===== config.mk =====
export PLATFORM = sky130hd
export DESIGN_NAME = stq_alloc_ctrl
export DESIGN_NICKNAME = d
export VERILOG_FILES = /design/src/rtl/stq_pkg.sv /design/src/rtl/stq_ptr_range_dec.sv /design/src/rtl/stq_alloc_ctrl.sv
export SDC_FILE = /design/constraint.sdc
export NUM_CORES = 1
export LEC_CHECK = 0
export ABC_AREA = 1
export ABC_CLOCK_PERIOD_IN_PS = 4720
export CORE_MARGIN = 1
export CORE_UTILIZATION = 44
export DETAILED_ROUTE_END_ITERATION = 6
export GPL_ROUTABILITY_DRIVEN = 0
export PLACE_DENSITY = 0.87
export SYNTH_ARGS = -nofsm -noshare
export SYNTH_HDL_FRONTEND = slang
export SYNTH_SLANG_ARGS = --single-unit
export TNS_END_PERCENT = 5

===== constraint.sdc =====
create_clock -name clk -period 4.72 [get_ports clk]
set_input_delay 1.18 -clock clk [delete_from_list [all_inputs] [get_ports clk]]
set_output_delay 1.18 -clock clk [all_outputs]
set_load 0.02 [all_outputs]

===== src/rtl/stq_pkg.sv =====
// stq_pkg: shared store-queue sizing, wrap-bit pointer type and one-hot decode
package stq_pkg;
    localparam int BUF_COUNT = 32;
    localparam int PTR_W = 5;
    typedef struct packed {
        logic             wrap;
        logic [PTR_W-1:0] idx;
    } ptr_t;
    function automatic logic [BUF_COUNT-1:0] onehot(input logic [PTR_W-1:0] i);
        return BUF_COUNT'(1) << i;
    endfunction
endpackage


===== src/rtl/stq_ptr_range_dec.sv =====
// stq_ptr_range_dec: mask of up to two consecutive entries starting at start, wrapping 31 -> 0
module stq_ptr_range_dec
    import stq_pkg::*;
(
    input  logic [PTR_W-1:0]     start,
    input  logic [1:0]           cnt,
    output logic [BUF_COUNT-1:0] mask
);
    logic [PTR_W-1:0] nxt;
    assign nxt  = start + PTR_W'(1);
    assign mask = (cnt != 2'd0 ? onehot(start) : '0) | (cnt[1] ? onehot(nxt) : '0);
endmodule


===== src/rtl/stq_alloc_ctrl.sv =====
// stq_alloc_ctrl: store-queue allocate/commit/drain pointer scheduler; STQ_DUAL_DRAIN_EN adds a second drain port
module stq_alloc_ctrl
    import stq_pkg::*;
(
    input  logic                 clk,
    input  logic                 rst,
    input  logic [1:0]           alloc_req,
    output logic [PTR_W-1:0]     alloc_idx0,
    output logic [PTR_W-1:0]     alloc_idx1,
    output logic [BUF_COUNT-1:0] wrt0_en,
    output logic [BUF_COUNT-1:0] wrt1_en,
    output logic                 stall,
    input  logic [1:0]           commit_cnt,
    output logic [BUF_COUNT-1:0] passe_en,
    input  logic                 excpt,
    output logic                 drain_valid,
    output logic [PTR_W-1:0]     drain_idx,
    input  logic                 drain_ready,
`ifdef STQ_DUAL_DRAIN_EN
    output logic                 drain_valid1,
    output logic [PTR_W-1:0]     drain_idx1,
    input  logic                 drain_ready1,
`endif
    output logic [BUF_COUNT-1:0] free_en,
    output logic [PTR_W:0]       occ,
    output logic                 err
);
    ptr_t head, ret, tail, head_nx, ret_nx, tail_nx;
    logic [PTR_W:0] uncommitted;
    logic req_bad, cnt_bad, alloc_ok, en0, en1, fire0, fire1;
    logic [1:0] cc_lim, n_commit, free_cnt, grant;
    assign occ         = tail - head;
    assign uncommitted = tail - ret;
    assign stall       = occ > (PTR_W+1)'(BUF_COUNT - 2);
    assign alloc_idx0  = tail.idx;
    assign alloc_idx1  = tail.idx + PTR_W'(1);
    assign drain_valid = head != ret;
    assign drain_idx   = head.idx;
`ifdef STQ_DUAL_DRAIN_EN
    logic [PTR_W:0] committed;
    assign committed    = ret - head;
    assign drain_valid1 = committed > (PTR_W+1)'(1);
    assign drain_idx1   = head.idx + PTR_W'(1);
    assign fire1        = fire0 & drain_valid1 & drain_ready1;
`else
    assign fire1 = 1'b0;
`endif
    always_comb begin
        req_bad  = ((|alloc_req) & stall) | (alloc_req == 2'b10);
        alloc_ok = ~rst & ~excpt & ~req_bad;
        en0      = alloc_ok & alloc_req[0];
        en1      = alloc_ok & alloc_req[1];
        grant    = {en1, en0 & ~en1};
        cc_lim   = commit_cnt[1] ? 2'd2 : commit_cnt;
        cnt_bad  = {{(PTR_W-1){1'b0}}, commit_cnt} > uncommitted;
        // commit never passes tail: clamp to what is actually outstanding
        n_commit = rst ? 2'd0 : cnt_bad ? uncommitted[1:0] : cc_lim;
        fire0    = ~rst & drain_valid & drain_ready;
        free_cnt = {fire1, fire0 & ~fire1};
        ret_nx   = ret + {{(PTR_W-1){1'b0}}, n_commit};
        head_nx  = head + {{(PTR_W-1){1'b0}}, free_cnt};
        tail_nx  = excpt ? ret_nx : ptr_t'(tail + {{(PTR_W-1){1'b0}}, grant});
    end
    always_ff @(posedge clk) begin
        if (rst) begin
            head <= '0;
            ret  <= '0;
            tail <= '0;
            err  <= 1'b0;
        end else begin
            head <= head_nx;
            ret  <= ret_nx;
            tail <= tail_nx;
            err  <= err | req_bad | cnt_bad | (commit_cnt == 2'd3);
        end
    end
    stq_ptr_range_dec u_wrt0 (.start(alloc_idx0), .cnt({1'b0, en0}), .mask(wrt0_en));
    stq_ptr_range_dec u_wrt1 (.start(alloc_idx1), .cnt({1'b0, en1}), .mask(wrt1_en));
    stq_ptr_range_dec u_passe (.start(ret.idx), .cnt(n_commit), .mask(passe_en));
    stq_ptr_range_dec u_free (.start(head.idx), .cnt(free_cnt), .mask(free_en));
endmodule


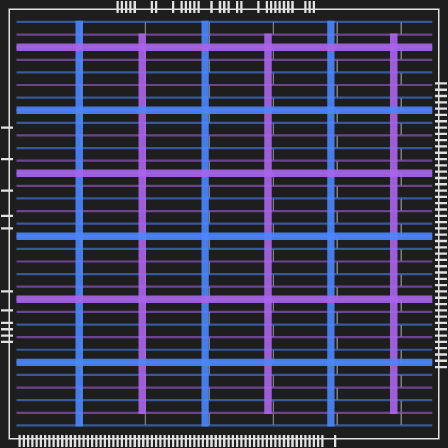
pdn.png
Pins as bars on the die edge. Tap cells in gray.
Purple shows VDD. Blue shows VSS.
6 straps on met4. The core has 32 rows. 160 signal pins sit on the boundary. 102 tap cells. 6 straps on met5.
Die W: 92.34 µm
total core area: 7807 µm²
die height: 92.34 µm
Peak VDD IR: 0.2491 mV

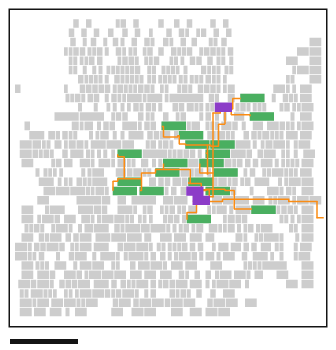
clock_map.png
Scale bar: 20 µm.
Green shows flip-flops, count 19. Orange shows clock wires, length 239 µm. Purple shows cells driving clock nets, count 3.
There are 4 routed clock nets.

[how the worst max path moves through the flow]
stage                         endpoint  depth (start not counted)  slack, ns          start
after detailed placement  passe_en[31]                         16      -0.21  commit_cnt[0]
final                      passe_en[3]                         16       0.21  commit_cnt[0]
after floorplan           passe_en[24]                         18       0.78  alloc_idx0[0]
after global routing       passe_en[8]                         16       0.04  commit_cnt[0]
after CTS                 passe_en[31]                         16       0.06  commit_cnt[0]
after global placement     passe_en[3]                         16      -0.15  commit_cnt[0]
[metal layers]
layer | vias to the layer above | GRT usage [%]
li1 | 2344 | -
met1 | 2150 | 34.15
met2 | 184 | 50.74
met3 | 31 | 2.791
met4 | 0 | 7.161
met5 | - | 0
[sequential cells by signal (all words and copies together) (netlist names)]
signal	flops
drain_idx	5
alloc_idx0	5
err	1
tail	1
ret	6
head	1
==> flow_summary.toml <==
# physical design summary
[setup_path]
arrival_ns = 3.33
r2r-end = "alloc_idx0[4]"
cp-end-kind = "output pin"
crit_buf_inv = 5
slowest_stage = "clkdlybuf4s50_1"
reg2reg_slack_ns = 1.13
required_ns = 3.54
critPathMostFrequentCell = "nand2_1"
start_kind = "input pin"

[final_layout]
clock_area_share_pct = 0.8832
layout.nonclk_buf_share_pct = 31.80
seq_area_share_pct = 7.458
fin_nets = 831
post-route-util_pct = 65.32
synthToLayoutAreaGrowth_pct = 42.02
combGateArea_um2 = 2644
comb_area_share_pct = 51.84
lay_top_cells = "nor2_1, nand2_1, clkdlybuf4s50_1"
signal_buffers = 181
layout_top_cell = "nor2_1"
finalNonFillerCells = 893

[cts]
cts_setup_buffers = 0
clockRootBuffer = "clkbuf_8"
tritoncts = "yes"
cts_resized = 32
htree_levels = 1

[run_status]
status = "finished clean"

[hold_path]
hold_path.class = "flip-flop to flip-flop"
min_path_cells = 1
hold_start = "head[5]"

[placed_design]
place_area_um2 = 5215
place_worst_setup_slack_ns = -0.2098
dp.cells = 889

[synth]
ff_type = "dfxtp_1"
syn_area_per_cell_um2 = 5.525
top_logic_kind = "simple AND/OR/NAND/NOR gates"
ys_sh_simple_pct = 53.03
ys_area_um2 = 3591
aoi_share_pct = 5.261
edf_count = 0
syn_nets = 689
synthDistinctLibCells = 34
synth_top_area_share_pct = 14.95

[power_and_ir_drop]
fin_total_pwr_mw = 1.452
pg_seq_mw = 0.208
p_per_area_nw_per_um2 = 284.7
power_switching_mw = 0.7962
p_comb_mw = 1.13
swShare_pct = 54.84
power.internal_mw = 0.6556
power_frac_comb_pct = 77.8

[detailed_routing]
m1WireLength_mm = 4.903
ant_nets = 0
wl_met2_mm = 6.064
dr.pass1.iters = 5
top_layer = "met4"
vias = 4709
via_per_inst = 5.273
routed_wirelength_mm = 11.91
wl_met3_um = 719
wl_per_cell_um = 13.34

[timing]
fin_ws_ns = 0.2122
fin_worst_skew_ns = 0.006200
max_freq_mhz = 221.8
hold_slack_ns = 0.5432
finalHoldViolCount = 0

[flow_run]
log.warning_count = 32

[floorplanning]
n_tap_cell = 102
ios = 160
fp_util_pct = 45.99
chip_area_um2 = 8527

[global_routing]
grt_max_degree = 33
